### src/rtl/csr_access_ctrl_if.sv
// Request/response and CSR-file port bundle for csr_access_ctrl.
// slave = the access controller, master = requesters plus CSR file side.
interface csr_access_ctrl_if #(
    parameter int XLEN   = 32,
    parameter int ADDR_W = 12
);
    logic              core_req;
    logic [1:0]        core_op;
    logic [ADDR_W-1:0] core_addr;
    logic [XLEN-1:0]   core_wdata;
    logic              core_rd_suppress;
    logic              core_wr_suppress;
    logic              core_flush;
    logic              core_ack;
    logic [XLEN-1:0]   core_rdata;
    logic              core_illegal;

    logic              dbg_req;
    logic [1:0]        dbg_op;
    logic [ADDR_W-1:0] dbg_addr;
    logic [XLEN-1:0]   dbg_wdata;
    logic              dbg_ack;
    logic [XLEN-1:0]   dbg_rdata;
    logic              dbg_err;

    logic              csr_rd_en;
    logic              csr_explicit_rd;
    logic              csr_wr_en;
    logic [ADDR_W-1:0] csr_addr;
    logic [XLEN-1:0]   csr_wr_data;
    logic [XLEN-1:0]   csr_rd_data;
    logic              csr_illegal;

    // Handshake: a requester holds req (and its fields) high until it sees
    // its one-cycle ack; fields are sampled only on the grant edge.
    modport slave (
        input  core_req, core_op, core_addr, core_wdata,
               core_rd_suppress, core_wr_suppress, core_flush,
        output core_ack, core_rdata, core_illegal,
        input  dbg_req, dbg_op, dbg_addr, dbg_wdata,
        output dbg_ack, dbg_rdata, dbg_err,
        output csr_rd_en, csr_explicit_rd, csr_wr_en, csr_addr, csr_wr_data,
        input  csr_rd_data, csr_illegal
    );

    modport master (
        output core_req, core_op, core_addr, core_wdata,
               core_rd_suppress, core_wr_suppress, core_flush,
        input  core_ack, core_rdata, core_illegal,
        output dbg_req, dbg_op, dbg_addr, dbg_wdata,
        input  dbg_ack, dbg_rdata, dbg_err,
        input  csr_rd_en, csr_explicit_rd, csr_wr_en, csr_addr, csr_wr_data,
        output csr_rd_data, csr_illegal
    );
endinterface

### src/rtl/csr_access_ctrl.sv
// CSR access sequencer: arbitrates core/debug Zicsr requests and runs each as READ then WRITE.
// Define CSR_DEBUG_PORT_EN to enable the debug requester and round-robin arbitration.
module csr_access_ctrl #(
    parameter int XLEN   = 32,
    parameter int ADDR_W = 12
) (
    input  logic                  clk,
    input  logic                  rst_n,
    csr_access_ctrl_if.slave      bus,
    output logic [1:0]            o_state
);
    typedef enum logic [1:0] {
        ST_IDLE  = 2'd0,
        ST_READ  = 2'd1,
        ST_WRITE = 2'd2,
        ST_RESP  = 2'd3
    } state_t;

    state_t            r_state;
    state_t            w_next;
    logic              r_owner_dbg;
    logic [1:0]        r_op;
    logic [ADDR_W-1:0] r_addr;
    logic [XLEN-1:0]   r_wdata;
    logic              r_rd_sup;
    logic              r_wr_sup;
    logic [XLEN-1:0]   r_rdata;
    logic              r_illegal;

    logic              w_any_req;
    logic              w_grant_dbg;
    logic              w_flush_abort;
    logic              w_rd_illegal;
    logic [XLEN-1:0]   w_new;

`ifdef CSR_DEBUG_PORT_EN
    logic r_last_dbg;
    // Round-robin: on a tie the requester not served last wins.
    assign w_grant_dbg = bus.dbg_req && (!bus.core_req || !r_last_dbg);
    assign w_any_req   = bus.core_req || bus.dbg_req;
`else
    logic w_dbg_unused;
    assign w_dbg_unused = ^{bus.dbg_req, bus.dbg_op, bus.dbg_addr, bus.dbg_wdata};
    assign w_grant_dbg  = 1'b0;
    assign w_any_req    = bus.core_req;
`endif

    assign w_flush_abort = (r_state == ST_READ) && !r_owner_dbg && bus.core_flush;
    assign w_rd_illegal  = bus.csr_illegal || (r_op == 2'b11);
    assign o_state       = r_state;

    always_comb begin
        w_new = r_wdata;
        case (r_op)
            2'b01:   w_new = r_rdata | r_wdata;
            2'b10:   w_new = r_rdata & ~r_wdata;
            default: w_new = r_wdata;
        endcase
    end

    always_ff @(posedge clk) begin
        if (!rst_n) begin
            r_state <= ST_IDLE;
        end else begin
            r_state <= w_next;
        end
    end

    always_comb begin
        w_next = r_state;
        case (r_state)
            ST_IDLE:  if (w_any_req) w_next = ST_READ;
            ST_READ: begin
                if (w_flush_abort)     w_next = ST_IDLE;
                else if (w_rd_illegal) w_next = ST_RESP;
                else                   w_next = ST_WRITE;
            end
            ST_WRITE: w_next = ST_RESP;
            default:  w_next = ST_IDLE;
        endcase
    end

    always_ff @(posedge clk) begin
        if (!rst_n) begin
            r_owner_dbg <= 1'b0;
            r_op        <= '0;
            r_addr      <= '0;
            r_wdata     <= '0;
            r_rd_sup    <= 1'b0;
            r_wr_sup    <= 1'b0;
            r_rdata     <= '0;
            r_illegal   <= 1'b0;
`ifdef CSR_DEBUG_PORT_EN
            r_last_dbg  <= 1'b1;
`endif
        end else begin
            if (r_state == ST_IDLE && w_any_req) begin
                r_owner_dbg <= w_grant_dbg;
`ifdef CSR_DEBUG_PORT_EN
                r_op     <= w_grant_dbg ? bus.dbg_op    : bus.core_op;
                r_addr   <= w_grant_dbg ? bus.dbg_addr  : bus.core_addr;
                r_wdata  <= w_grant_dbg ? bus.dbg_wdata : bus.core_wdata;
`else
                r_op     <= bus.core_op;
                r_addr   <= bus.core_addr;
                r_wdata  <= bus.core_wdata;
`endif
                // Debug accesses have no suppress inputs: always explicit read and write.
                r_rd_sup <= !w_grant_dbg && bus.core_rd_suppress;
                r_wr_sup <= !w_grant_dbg && bus.core_wr_suppress;
            end
            if (r_state == ST_READ) begin
                r_rdata   <= w_rd_illegal ? '0 : bus.csr_rd_data;
                r_illegal <= w_rd_illegal;
            end
`ifdef CSR_DEBUG_PORT_EN
            if (r_state == ST_RESP || w_flush_abort) begin
                r_last_dbg <= r_owner_dbg;
            end
`endif
        end
    end

    always_comb begin
        bus.core_ack        = 1'b0;
        bus.core_rdata      = '0;
        bus.core_illegal    = 1'b0;
        bus.dbg_ack         = 1'b0;
        bus.dbg_rdata       = '0;
        bus.dbg_err         = 1'b0;
        bus.csr_rd_en       = 1'b0;
        bus.csr_explicit_rd = 1'b0;
        bus.csr_wr_en       = 1'b0;
        bus.csr_addr        = '0;
        bus.csr_wr_data     = '0;
        case (r_state)
            ST_READ: begin
                bus.csr_rd_en       = 1'b1;
                bus.csr_explicit_rd = !r_rd_sup;
                bus.csr_addr        = r_addr;
            end
            ST_WRITE: begin
                bus.csr_wr_en   = !r_wr_sup;
                bus.csr_addr    = r_addr;
                bus.csr_wr_data = w_new;
            end
            ST_RESP: begin
`ifdef CSR_DEBUG_PORT_EN
                if (r_owner_dbg) begin
                    bus.dbg_ack   = 1'b1;
                    bus.dbg_rdata = r_rdata;
                    bus.dbg_err   = r_illegal;
                end else begin
                    bus.core_ack     = 1'b1;
                    bus.core_rdata   = r_rdata;
                    bus.core_illegal = r_illegal;
                end
`else
                bus.core_ack     = 1'b1;
                bus.core_rdata   = r_rdata;
                bus.core_illegal = r_illegal;
`endif
            end
            default: ;
        endcase
    end
endmodule

### src/flat_wrapper.sv
// flat-port wrapper written by rule: the top's interface ports become plain ports
module csr_access_ctrl_flat 
#(
    parameter int XLEN   = 32,
    parameter int ADDR_W = 12
)
  (clk, rst_n, o_state, bus_core_req, bus_core_op, bus_core_addr, bus_core_wdata, bus_core_rd_suppress, bus_core_wr_suppress, bus_core_flush, bus_core_ack, bus_core_rdata, bus_core_illegal, bus_dbg_req, bus_dbg_op, bus_dbg_addr, bus_dbg_wdata, bus_dbg_ack, bus_dbg_rdata, bus_dbg_err, bus_csr_rd_en, bus_csr_explicit_rd, bus_csr_wr_en, bus_csr_addr, bus_csr_wr_data, bus_csr_rd_data, bus_csr_illegal);
  csr_access_ctrl_if #(.XLEN(XLEN), .ADDR_W(ADDR_W)) bus_i ();
  input  logic clk;
  input  logic rst_n;
  output logic [1:0] o_state;
  input wire logic [$bits(bus_i.core_req)-1:0] bus_core_req;
  input wire logic [$bits(bus_i.core_op)-1:0] bus_core_op;
  input wire logic [$bits(bus_i.core_addr)-1:0] bus_core_addr;
  input wire logic [$bits(bus_i.core_wdata)-1:0] bus_core_wdata;
  input wire logic [$bits(bus_i.core_rd_suppress)-1:0] bus_core_rd_suppress;
  input wire logic [$bits(bus_i.core_wr_suppress)-1:0] bus_core_wr_suppress;
  input wire logic [$bits(bus_i.core_flush)-1:0] bus_core_flush;
  output wire logic [$bits(bus_i.core_ack)-1:0] bus_core_ack;
  output wire logic [$bits(bus_i.core_rdata)-1:0] bus_core_rdata;
  output wire logic [$bits(bus_i.core_illegal)-1:0] bus_core_illegal;
  input wire logic [$bits(bus_i.dbg_req)-1:0] bus_dbg_req;
  input wire logic [$bits(bus_i.dbg_op)-1:0] bus_dbg_op;
  input wire logic [$bits(bus_i.dbg_addr)-1:0] bus_dbg_addr;
  input wire logic [$bits(bus_i.dbg_wdata)-1:0] bus_dbg_wdata;
  output wire logic [$bits(bus_i.dbg_ack)-1:0] bus_dbg_ack;
  output wire logic [$bits(bus_i.dbg_rdata)-1:0] bus_dbg_rdata;
  output wire logic [$bits(bus_i.dbg_err)-1:0] bus_dbg_err;
  output wire logic [$bits(bus_i.csr_rd_en)-1:0] bus_csr_rd_en;
  output wire logic [$bits(bus_i.csr_explicit_rd)-1:0] bus_csr_explicit_rd;
  output wire logic [$bits(bus_i.csr_wr_en)-1:0] bus_csr_wr_en;
  output wire logic [$bits(bus_i.csr_addr)-1:0] bus_csr_addr;
  output wire logic [$bits(bus_i.csr_wr_data)-1:0] bus_csr_wr_data;
  input wire logic [$bits(bus_i.csr_rd_data)-1:0] bus_csr_rd_data;
  input wire logic [$bits(bus_i.csr_illegal)-1:0] bus_csr_illegal;
  assign bus_i.core_req = bus_core_req;
  assign bus_i.core_op = bus_core_op;
  assign bus_i.core_addr = bus_core_addr;
  assign bus_i.core_wdata = bus_core_wdata;
  assign bus_i.core_rd_suppress = bus_core_rd_suppress;
  assign bus_i.core_wr_suppress = bus_core_wr_suppress;
  assign bus_i.core_flush = bus_core_flush;
  assign bus_core_ack = bus_i.core_ack;
  assign bus_core_rdata = bus_i.core_rdata;
  assign bus_core_illegal = bus_i.core_illegal;
  assign bus_i.dbg_req = bus_dbg_req;
  assign bus_i.dbg_op = bus_dbg_op;
  assign bus_i.dbg_addr = bus_dbg_addr;
  assign bus_i.dbg_wdata = bus_dbg_wdata;
  assign bus_dbg_ack = bus_i.dbg_ack;
  assign bus_dbg_rdata = bus_i.dbg_rdata;
  assign bus_dbg_err = bus_i.dbg_err;
  assign bus_csr_rd_en = bus_i.csr_rd_en;
  assign bus_csr_explicit_rd = bus_i.csr_explicit_rd;
  assign bus_csr_wr_en = bus_i.csr_wr_en;
  assign bus_csr_addr = bus_i.csr_addr;
  assign bus_csr_wr_data = bus_i.csr_wr_data;
  assign bus_i.csr_rd_data = bus_csr_rd_data;
  assign bus_i.csr_illegal = bus_csr_illegal;
  csr_access_ctrl #(.XLEN(XLEN), .ADDR_W(ADDR_W)) u_core (.clk(clk), .rst_n(rst_n), .bus(bus_i), .o_state(o_state));
endmodule
### config.mk
export PLATFORM = sky130hd
export DESIGN_NAME = csr_access_ctrl_flat
export DESIGN_NICKNAME = d
export VERILOG_FILES = /design/src/rtl/csr_access_ctrl_if.sv /design/src/rtl/csr_access_ctrl.sv /design/src/flat_wrapper.sv
export SDC_FILE = /design/constraint.sdc
export NUM_CORES = 1
export LEC_CHECK = 0
export ABC_AREA = 1
export CORE_ASPECT_RATIO = 1.4
export CORE_MARGIN = 10
export CORE_UTILIZATION = 25
export DETAILED_ROUTE_END_ITERATION = 16
export PLACE_DENSITY = 0.69
export SLEW_MARGIN = 20
export SYNTH_ARGS = -nofsm -noshare
export SYNTH_HDL_FRONTEND = slang
export SYNTH_SLANG_ARGS = --single-unit
### constraint.sdc
create_clock -name clk -period 3.25 [get_ports clk]
set_input_delay 0.8125 -clock clk [delete_from_list [all_inputs] [get_ports clk]]
set_output_delay 0.8125 -clock clk [all_outputs]
set_load 0.02 [all_outputs]
==> results.py <==
# Generated from Yosys and OpenROAD reports
metrics = {
    "final_layout": {
        "sh_comb_area": 0.306,
        "comb_cells": 409,
        "comb_area_um2": 1960,
        "diodes": 1,
        "finish.utilization": 0.380,
        "final_nets": 912,
        "signal_buffers": 181,
    },
    "synthesis": {
        "syn_avg_cell_area_um2": 6.94,
        "yosysWarningCount": 0,
        "syn_inst": 624,
        "synthTopCellsByArea": "dfxtp_1 38%, a21oi_1 13%, nand2_1 9.3%",
        "syn_area_um2": 4330,
        "simple_gate_share": 0.178,
        "synth_top_cell_by_area": "dfxtp_1",
    },
    "worst_setup_path": {
        "reg2reg_from": "u_core.o_state[1]",
        "reg2reg_depth": 8,
        "cp_num_cells": 7,
        "critPathBufInv": 3,
        "slowest_delay_ns": 0.66,
    },
    "clock_network": {
        "h-tree-depth": 3,
        "cts_setup_buffers": 0,
        "clkTransAtPathRegs_ns": 0.06,
    },
    "route": {
        "drcViolationCount": 0,
        "via_per_inst": 4.27,
        "drt-pass1-iter-count": 4,
        "dr_total_vias": 4311,
        "drt_wl_total_um": 15500,
    },
    "timing": {
        "fmax_mhz": 322,
        "setup_ws_ns": 0.141,
        "setup_violations": 0,
    },
    "global_route": {
        "first_global_vias": 4289,
        "antenna_found_initial": 1,
    },
    "flow_run": {
        "cap_violations": 0,
    },
    "worst_hold_path": {
        "holdPathStages": 2,
    },
    "power": {
        "power.total_w": 0.00302,
        "ir_drop_mv": 0.283,
        "leakagePower_nw": 3.17,
    },
    "floorplan": {
        "core_um2": 16900,
        "n_tap_cell": 232,
    },
    "run_status": {
        "status": "finished, final reports clean",
    },
}
==> report_power, final <==
part | switching [W] | internal, W | total [W]
clock network | 0.000414 | 0.000589 | 0.00100
registers | 0.0000625 | 0.00113 | 0.00119
logic | 0.000509 | 0.000324 | 0.000833
==> what timing repair did <==
item                                    CTS  global route
endpoints found under the setup margin    0            28
gates resized                             0            28
hold buffers                              0             0
==> Yosys cell counts <==
cell type,count
buf_6,7
o21ai_0,50
nor2_1,36
nor3_1,32
a21oi_2,16
ha_1,7
nand2_1,107
nor2_4,1
dfxtp_1,83
or2_1,1
inv_2,1
inv_1,87
nand2_2,9
a21oi_1,116
buf_4,35
clkbuf_2,1
clkbuf_1,9
buf_2,24
conb_1,1
clkinv_1,1
==> through the flow <==
step           cells  hold WS (ns)
2_1_floorplan    657         0.443
3_3_place_gp     994         0.453
3_5_place_dp     994         0.461
4_1_cts         1009         0.470
5_1_grt         1010         0.492
6_report        1010         0.465
==> state kept, by name, indices dropped and copies added (netlist names) <==
name	flops
u_core.o_state	2
u_core.r_rdata	32
u_core.r_illegal	1
u_core.r_op	2
u_core.r_rd_sup	1
u_core.r_addr	12
u_core.r_wr_sup	1
u_core.r_wdata	32
==> worst max path at each step <==
stage | start | to | slack (ns)
after floorplan | u_core.r_op[0] | bus_csr_wr_data[10] | 0.91
after global placement | u_core.r_op[0] | bus_csr_wr_data[12] | 0.45
after detailed placement | u_core.r_op[0] | bus_csr_wr_data[12] | 0.41
after CTS | u_core.r_op[0] | bus_csr_wr_data[12] | 0.03
after global routing | u_core.r_op[0] | bus_csr_wr_data[20] | 0.01
final | u_core.r_op[0] | bus_csr_wr_data[20] | 0.14
==> per-layer routing <==
metal	wire (µm)	vias to the layer above
met4	565	0
met3	999	28
li1	-	2201
met5	0	-
met1	5950	1930
met2	8000	152
clock_map.png
Bar = 50 µm.
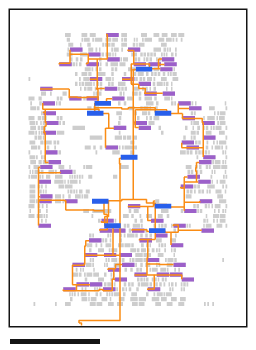
[flip-flops] purple | count: 83
[cells driving clock nets] blue | count: 9
[clock wires] orange | length: 1,210 µm
flops lie: spread over the die
routed clock nets: 10
clock share of power: 0.332
clock skew: 0.00872 ns
clk pwr: 0.00100 W
clk_lat worst skew: 0.34 ns

final_clocks.png
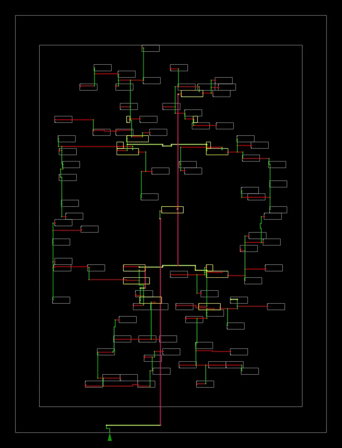
Clock Buffer Count: 10
Num CTS Buffers: 9
clk sink count: 83

Power and IR drop assume default switching activity.
